Design uart_rx_flat, sky130hd; sources not shown.
Fig. 1: wiring by layer
Drawn at 4 px/µm. Two of the layers only.
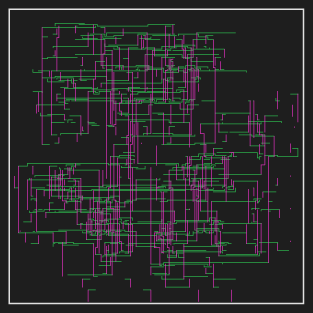
legend:
  met2:
    colour: magenta
    wire_length: 1600 µm
  met1:
    colour: green
    wire_length: 1980 µm
WL/cell: 12.2 µm
WL final: 3.77 mm

Fig. 2: placement view
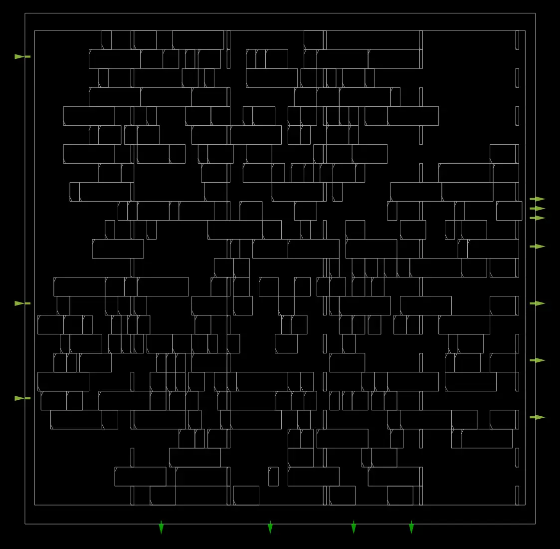
Final Util: 46.8%
cell row count: 25
seq_cells: 43
Core ar.: 4790 µm²

Fig. 3: met2 routing
Drawn at 4 px/µm. Cells faint in the background.
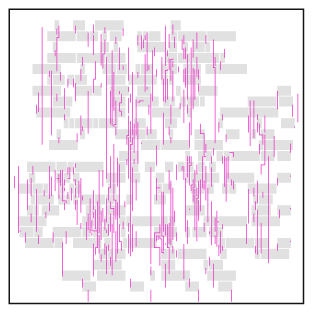
nets with wire on the layer: 184
longest straight run: 30.3 µm
share of all routed wire: 42%
main direction: vertical
detailed-route via count: 1537
met2 usage: 22.2%

Fig. 4: layout detail
Window x 17 to 57, y 17 to 57 µm. Cells in grey, sequential cells in the stronger grey; small squares are vias.
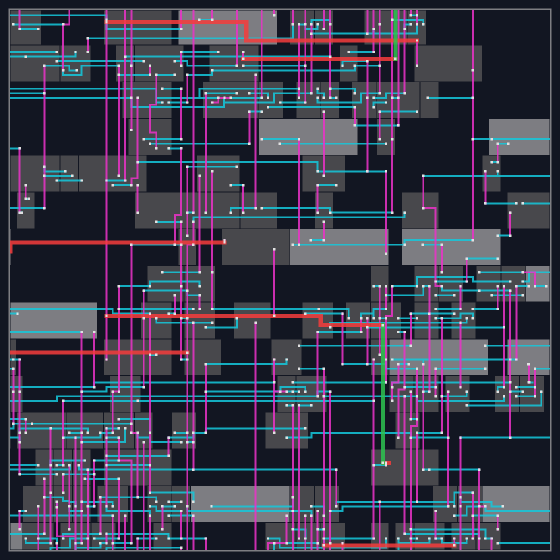
legend:
  met3:
    colour: red
  met4:
    colour: green
  met1:
    colour: cyan
  met2:
    colour: magenta
cells with their middle in the window: 108
sequential cells in the window: 9
most frequent: nor2_1 (12), nand3_1 (11)

Fig. 5: ports around the boundary
Drawn at 6 px/µm. Pins as bars across the die edge, other pins in grey.
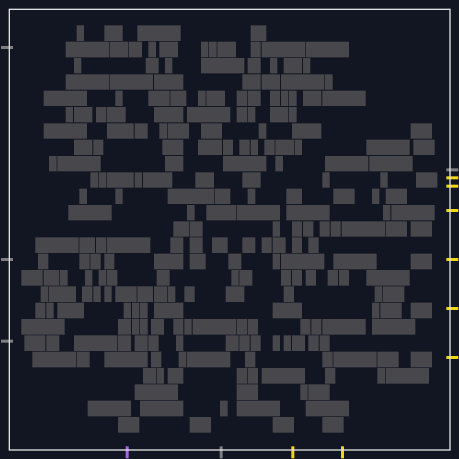
legend:
  rx_if_uart_rx_err_o:
    colour: purple
    pins: 1
    direction: output
    edge: bottom
  rx_if_uart_rx_data_o:
    colour: yellow
    pins: 8
    direction: output
    edge: 6 right, 2 bottom
all pins by edge: 7 right, 4 bottom, 3 left
die y size: 73.2 µm
# port buffers: 13
Die W: 73.2 µm

==> impl_metrics.yaml <==
# synthesis and place-and-route metrics
sta:
  tightestPinTransition_ps: 544
  slew_headroom_pct: 63.2
  tns_ps: 0
  max_freq_mhz: 460
  setup_viol: 0
cells_and_area:
  drive_above_1_share_pct: 7.44
  logic_gate_count: 166
  layout.cells.most_common: "dfxtp_1"
  buffer_area_share_pct: 7.81
  largest_register_ffs: 16
  sh_comb_area_pct: 44.6
  mostFrequentLayoutCells: "dfxtp_1, nor2_1, nand2_1"
  fillers: 473
  stdcell_area_um2: 2240
logic_synthesis:
  synth-seq-area-share_pct: 44.7
  edf_count: 0
  ys_warn_count: 0
  aoi_share_pct: 9.68
  syn-instance-count: 225
  ys_sh_simple_pct: 28.4
  synthesis.nets: 232
clock_tree:
  cts_tree: "yes"
  cts_buffer_depth: 2
  cts-root-buf: "clkbuf_8"
  cts_buffers: 5
  clk_latency_ps: 290
global_routing:
  gr-usage-all-layers_pct: 16.0
place:
  place_congestion: 0.783
  dpl.cell_count: 301
outcome:
  outcome: "completed"
floorplan:
  die-area_um2: 5360
route:
  antenna_left: 0
  drc: 0
  routed-wl-met2_mm: 1.60
pwr:
  peakVddDrop_v: 0.000273
setup_path:
  regToRegSetupSlack_ps: 280
  cp-start-kind: "register"
min_path:
  hold_class: "register to register"
[where the power goes]
group / internal [µW] / switching [µW] / leakage (µW)
Combinational: 19.2 / 22.0 / 0.000444
Sequential: 704 / 7.71 / 0.000347
Clock: 253 / 235 / 0.0000557
Total: 977 / 265 / 0.000847
[synthesized netlist by cell type (2+ instances only)]
| master | count | share of area (%) |
|---|---|---|
| dfxtp_1 | 43 | 45 |
| nor2_1 | 34 | 6.6 |
| nand2_1 | 19 | 3.7 |
| nand3_1 | 17 | 4.4 |
| o21ai_0 | 15 | 3.9 |
| a21oi_1 | 12 | 3.1 |
| mux2i_1 | 9 | 4.7 |
| xor2_1 | 8 | 3.6 |
| clkbuf_1 | 7 | 1.4 |
| inv_1 | 6 | 1.2 |
| xnor2_1 | 6 | 2.7 |
| and2_1 | 4 | 1.3 |
| and3_1 | 4 | 1.3 |
| ha_1 | 4 | 2.6 |
| nand2b_1 | 4 | 1.3 |
| nor2b_1 | 4 | 1.3 |
| nor3_1 | 3 | 0.78 |
| nor4bb_1 | 3 | 1.6 |
| nand4_1 | 2 | 0.65 |
| or3_1 | 2 | 0.65 |
[metal layers]
| layer | GRT usage, % | up-vias |
|---|---|---|
| li1 | - | 808 |
| met1 | 22.7 | 698 |
| met2 | 22.2 | 25 |
| met3 | 4.97 | 6 |
| met4 | 6.54 | 0 |
| met5 | 0 | - |
[critical path, cell delays in order, from the launching register on]
cell and delay (ps):
dfxtp_1 350, inv_1 70, ha_1 130, or4b_4 460
nor4_4 330, buf_4 200, and2_1 220, nand3_1 100
a21oi_1 160
[what timing repair did]
item / 4_1_cts / 5_1_grt
setup endpoints to repair: 0 / 4
hold buffers: 0 / 0
gates resized: 0 / 1
buffers inserted: 0 / 0
Power is estimated from default activity; no workload was simulated.
